===== config.mk =====
export PLATFORM = sky130hd
export DESIGN_NAME = counter_display_driver
export DESIGN_NICKNAME = d
export VERILOG_FILES = /design/src/rtl/counter_display_pkg.sv /design/src/rtl/counter_display_driver_seg7_decode.sv /design/src/rtl/counter_display_driver.sv
export SDC_FILE = /design/constraint.sdc
export NUM_CORES = 1
export LEC_CHECK = 0
export ABC_AREA = 1
export CORE_MARGIN = 2
export CORE_UTILIZATION = 56
export CTS_CLUSTER_DIAMETER = 40
export DETAILED_ROUTE_END_ITERATION = 8
export GPL_TIMING_DRIVEN = 0
export PLACE_DENSITY = 0.77
export REMOVE_ABC_BUFFERS = 1
export SLEW_MARGIN = 20
export SYNTH_ARGS = -nofsm -noshare
export SYNTH_HDL_FRONTEND = slang
export SYNTH_HIERARCHICAL = 1
export SYNTH_SLANG_ARGS = --single-unit
export TNS_END_PERCENT = 20

===== constraint.sdc =====
create_clock -name clk -period 2.26 [get_ports clk]
set_input_delay 0.452 -clock clk [delete_from_list [all_inputs] [get_ports clk]]
set_output_delay 0.452 -clock clk [all_outputs]
set_load 0.02 [all_outputs]

===== src/rtl/counter_display_pkg.sv =====
// rtl/counter_display_pkg.sv - shared types and constants for the counter display driver
// Contents:
//   conv_state_t : converter FSM states (IDLE, SHIFT, LATCH)
//   SEG_0..SEG_9 : active-high {g,f,e,d,c,b,a} digit patterns
//   SEG_BLANK    : all segments off (active-high)
//   NUM_DIGITS   : number of multiplexed digits
//   bcd_adjust   : add-3 correction applied to every BCD nibble >= 5
package counter_display_pkg;

    typedef enum logic [1:0] {
        ST_IDLE  = 2'd0,
        ST_SHIFT = 2'd1,
        ST_LATCH = 2'd2
    } conv_state_t;

    localparam int NUM_DIGITS = 3;

    localparam logic [6:0] SEG_0     = 7'b0111111;
    localparam logic [6:0] SEG_1     = 7'b0000110;
    localparam logic [6:0] SEG_2     = 7'b1011011;
    localparam logic [6:0] SEG_3     = 7'b1001111;
    localparam logic [6:0] SEG_4     = 7'b1100110;
    localparam logic [6:0] SEG_5     = 7'b1101101;
    localparam logic [6:0] SEG_6     = 7'b1111101;
    localparam logic [6:0] SEG_7     = 7'b0000111;
    localparam logic [6:0] SEG_8     = 7'b1111111;
    localparam logic [6:0] SEG_9     = 7'b1101111;
    localparam logic [6:0] SEG_BLANK = 7'b0000000;

    function automatic logic [11:0] bcd_adjust(input logic [11:0] bcd);
        logic [11:0] res;
        for (int i = 0; i < NUM_DIGITS; i++) begin
            res[4*i +: 4] = (bcd[4*i +: 4] >= 4'd5) ? bcd[4*i +: 4] + 4'd3 : bcd[4*i +: 4];
        end
        return res;
    endfunction

endpackage


===== src/rtl/counter_display_driver_seg7_decode.sv =====
// rtl/counter_display_driver_seg7_decode.sv - combinational BCD nibble to 7-segment pattern
// Ports:
//   nibble  in  4  BCD digit
//   pattern out 7  active-high {g,f,e,d,c,b,a}; nibbles above 9 decode to blank
module seg7_decode
    import counter_display_pkg::*;
(
    input  logic [3:0] nibble,
    output logic [6:0] pattern
);

    always_comb begin
        pattern = SEG_BLANK;
        case (nibble)
            4'd0:    pattern = SEG_0;
            4'd1:    pattern = SEG_1;
            4'd2:    pattern = SEG_2;
            4'd3:    pattern = SEG_3;
            4'd4:    pattern = SEG_4;
            4'd5:    pattern = SEG_5;
            4'd6:    pattern = SEG_6;
            4'd7:    pattern = SEG_7;
            4'd8:    pattern = SEG_8;
            4'd9:    pattern = SEG_9;
            default: pattern = SEG_BLANK;
        endcase
    end

endmodule


===== src/rtl/counter_display_driver.sv =====
// rtl/counter_display_driver.sv - binary to BCD converter with multiplexed 7-segment scan
// Ports:
//   clk    in   1  system clock
//   clear  in   1  synchronous active-low reset
//   value  in   8  unsigned binary value to display
//   seg    out  7  segment lines {g,f,e,d,c,b,a}, polarity set by SEG_ACTIVE_LOW
//   an     out  3  active-low one-hot digit enables, an[0] = units
//   digits out 12  latched BCD {hundreds,tens,units}
//   ready  out  1  converter idle
// Parameters: REFRESH_DIV (cycles per digit, >= 2), SEG_ACTIVE_LOW
// Optional macro: LEADING_ZERO_BLANK_EN blanks leading zero hundreds/tens digits
module counter_display_driver
    import counter_display_pkg::*;
#(
    parameter int REFRESH_DIV    = 16,
    parameter bit SEG_ACTIVE_LOW = 1'b1
) (
    input  logic        clk,
    input  logic        clear,
    input  logic [7:0]  value,
    output logic [6:0]  seg,
    output logic [2:0]  an,
    output logic [11:0] digits,
    output logic        ready
);

    localparam int             RW           = $clog2(REFRESH_DIV);
    localparam logic [RW-1:0]  REFRESH_LAST = RW'(REFRESH_DIV - 1);
    localparam logic [6:0]     SEG_RESET    = SEG_ACTIVE_LOW ? ~SEG_0 : SEG_0;

    conv_state_t state, state_next;
    logic [7:0]  sh;
    logic [7:0]  cap;
    logic [7:0]  last_val;
    logic [11:0] bcd;
    logic [2:0]  bit_cnt;
    logic        pend;
    logic        start;

    // pend guarantees one conversion after reset even when value equals last_val.
    assign start = pend || (value != last_val);
    assign ready = (state == ST_IDLE);

    always_ff @(posedge clk) begin
        if (!clear) state <= ST_IDLE;
        else        state <= state_next;
    end

    always_comb begin
        state_next = state;
        case (state)
            ST_IDLE:  if (start) state_next = ST_SHIFT;
            ST_SHIFT: if (bit_cnt == 3'd7) state_next = ST_LATCH;
            ST_LATCH: state_next = ST_IDLE;
            default:  state_next = ST_IDLE;
        endcase
    end

    always_ff @(posedge clk) begin
        if (!clear) begin
            sh       <= '0;
            cap      <= '0;
            bcd      <= '0;
            bit_cnt  <= '0;
            pend     <= 1'b1;
            last_val <= '0;
            digits   <= '0;
        end else begin
            case (state)
                ST_IDLE: begin
                    if (start) begin
                        sh      <= value;
                        cap     <= value;
                        bcd     <= '0;
                        bit_cnt <= '0;
                        pend    <= 1'b0;
                    end
                end
                ST_SHIFT: begin
                    // Adjusted MSB is always 0 for 8-bit inputs (max 255), so dropping it is safe.
                    {bcd, sh} <= {bcd_adjust(bcd)[10:0], sh, 1'b0};
                    bit_cnt   <= bit_cnt + 3'd1;
                end
                ST_LATCH: begin
                    digits   <= bcd;
                    last_val <= cap;
                end
                default: ;
            endcase
        end
    end

    logic [RW-1:0] refresh_cnt;
    logic [1:0]    sel;

    always_ff @(posedge clk) begin
        if (!clear) begin
            refresh_cnt <= '0;
            sel         <= 2'd0;
        end else if (refresh_cnt == REFRESH_LAST) begin
            refresh_cnt <= '0;
            sel         <= (sel == 2'd2) ? 2'd0 : sel + 2'd1;
        end else begin
            refresh_cnt <= refresh_cnt + 1'b1;
        end
    end

    logic [3:0] nibble;
    logic [6:0] pattern;
    logic [6:0] pattern_shown;
    logic       blank;

    always_comb begin
        nibble = digits[3:0];
        case (sel)
            2'd1:    nibble = digits[7:4];
            2'd2:    nibble = digits[11:8];
            default: nibble = digits[3:0];
        endcase
    end

    seg7_decode u_decode (
        .nibble  (nibble),
        .pattern (pattern)
    );

`ifdef LEADING_ZERO_BLANK_EN
    assign blank = ((sel == 2'd2) && (digits[11:8] == 4'd0)) ||
                   ((sel == 2'd1) && (digits[11:4] == 8'd0));
`else
    assign blank = 1'b0;
`endif

    assign pattern_shown = blank ? SEG_BLANK : pattern;

    // an and seg are both registered from the same sel so they switch together.
    always_ff @(posedge clk) begin
        if (!clear) begin
            an  <= 3'b110;
            seg <= SEG_RESET;
        end else begin
            an  <= ~(3'b001 << sel);
            seg <= SEG_ACTIVE_LOW ? ~pattern_shown : pattern_shown;
        end
    end

endmodule

### Cell placement

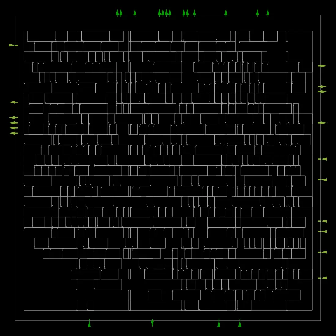
Tapcells: 72
Seq/total area: 37.27%
Fillers: 476

### Port wiring

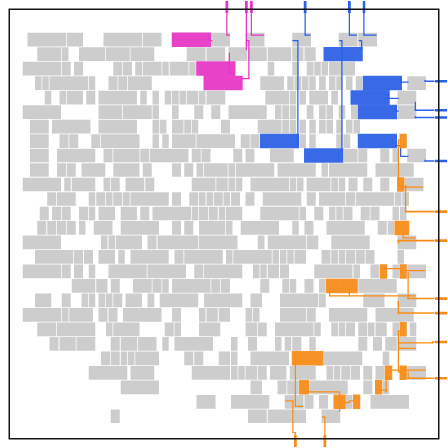
Key: orange = value [bits 8, direction input, edge 6 east, 2 south, end cells 17, buffers 8, wire 165 um]; blue = seg [bits 7, direction output, edge 4 east, 3 north, end cells 7, buffers 7, wire 83.9 um]; magenta = an [bits 3, direction output, edge north, end cells 3, buffers 3, wire 33.0 um]
Top-Level Pins: 33
I/O Buffers: 32

==> out/qor.yml <==
yosys:
  ys_ff: 70
  yosys_area_um2: 3266
  aoi_share_pct: 14.29
  synthFlopType: "dfxtp_1"
  synthCells: 420
  edf_count: 0
  xor_share_pct: 1.609
  netlist_logic_family_top: "simple AND/OR/NAND/NOR gates"
  most_common_cell: "dfxtp_1"
  area_leaders: "dfxtp_1 (43%), nand2_1 (7.9%), ha_1 (7.7%)"
  yosys_cells: 420
  synth-adder-area-share_pct: 7.663
  synth_seq_share_pct: 42.91
placement:
  dp.final_hpwl_mm: 4.257
  place_ws_ns: -0.2576
  gp_congestion: 0.8163
routing:
  wl_met3_um: 223
  detail-route-antenna-nets: 0
  via_per_inst: 5.163
  wl_per_cell_um: 12.64
  routed_wl_mm: 6.585
  first_pass_iters: 4
  top_layer_used: "met4"
  drc: 0
final_timing:
  rsz0062_at_grt: "yes"
  min_period_ns: 2.246
  worstMarginPinSlew_ns: 0.9438
  slew_headroom_pct: 37.01
  finalSetupViolCount: 0
power:
  p_leak_nw: 1.486
  pwr-share-clk_pct: 37.0
  seq-power_w: 0.00129
  p_int_w: 0.001745
  p_comb_share_pct: 7.5
  p_sw_w: 0.0005766
  p_per_area_nw_per_um2: 617.6
  irDropWorstVdd_mv: 0.4321
setup_path:
  worstSetupPathDepth: 2
  endpoint: "ready"
  critPathSlowestCell: "clkdlybuf4s50_1"
  r2r_start: "sel[0]"
  startpoint_type: "flip-flop"
  rr_endpoint: "seg[3]"
  max_stage_delay_ns: 0.70
  worst_path_dominant_cell_family: "buffers and inverters"
  arrival_ns: 1.79
  end_kind: "output pin"
  path_cells: "nor2_4, clkdlybuf4s50_1"
  rrSetupSlack_ns: 0.12
  critPathMaxFanout: 17
global_route:
  grt_overflow: 0
  grt_use_met2_pct: 35.67
  grt_pass1_wl_mm: 10.85
  antenna_found_initial: 0
die:
  core.rowCount: 27
  die_x_um: 80.37
  die_area_um2: 6459
clock_tree:
  clkLatencyLatePin_ns: 0.35
  clock-sinks: 70
  cts_buffers: 9
  clock_path_buffers: 2
  cts_setup_buffers: 0
  ctsHoldBuffers: 0
  root_buffer: "clkbuf_8"
  tritoncts: "yes"
min_path:
  hp-start: "last_val[0]"
  hold_path_class: "reg2reg"
final_layout:
  syn2layout_area_growth_pct: 15.13
  ff_count: 70
  comb_area_um2: 1637
  seq_area_um2: 1401
  post-route-cell-area_um2: 3760
  nNonClkBuffers: 32
  largestRegisters: "bcd: 12 flops, digits: 12 flops"
  layout.cells.most_common: "dfxtp_1"
  inverters: 42
  buf_share_pct: 8.386
  fin_util_pct: 67.45
  clock_cell_area_share_pct: 4.126
  lay_top_cells: "dfxtp_1 (70), nand2_1 (68), nor2_1 (46)"
job:
  max-cap-violations: 0
run_status:
  status: "complete, no violations"
Power is estimated from default activity; no workload was simulated.
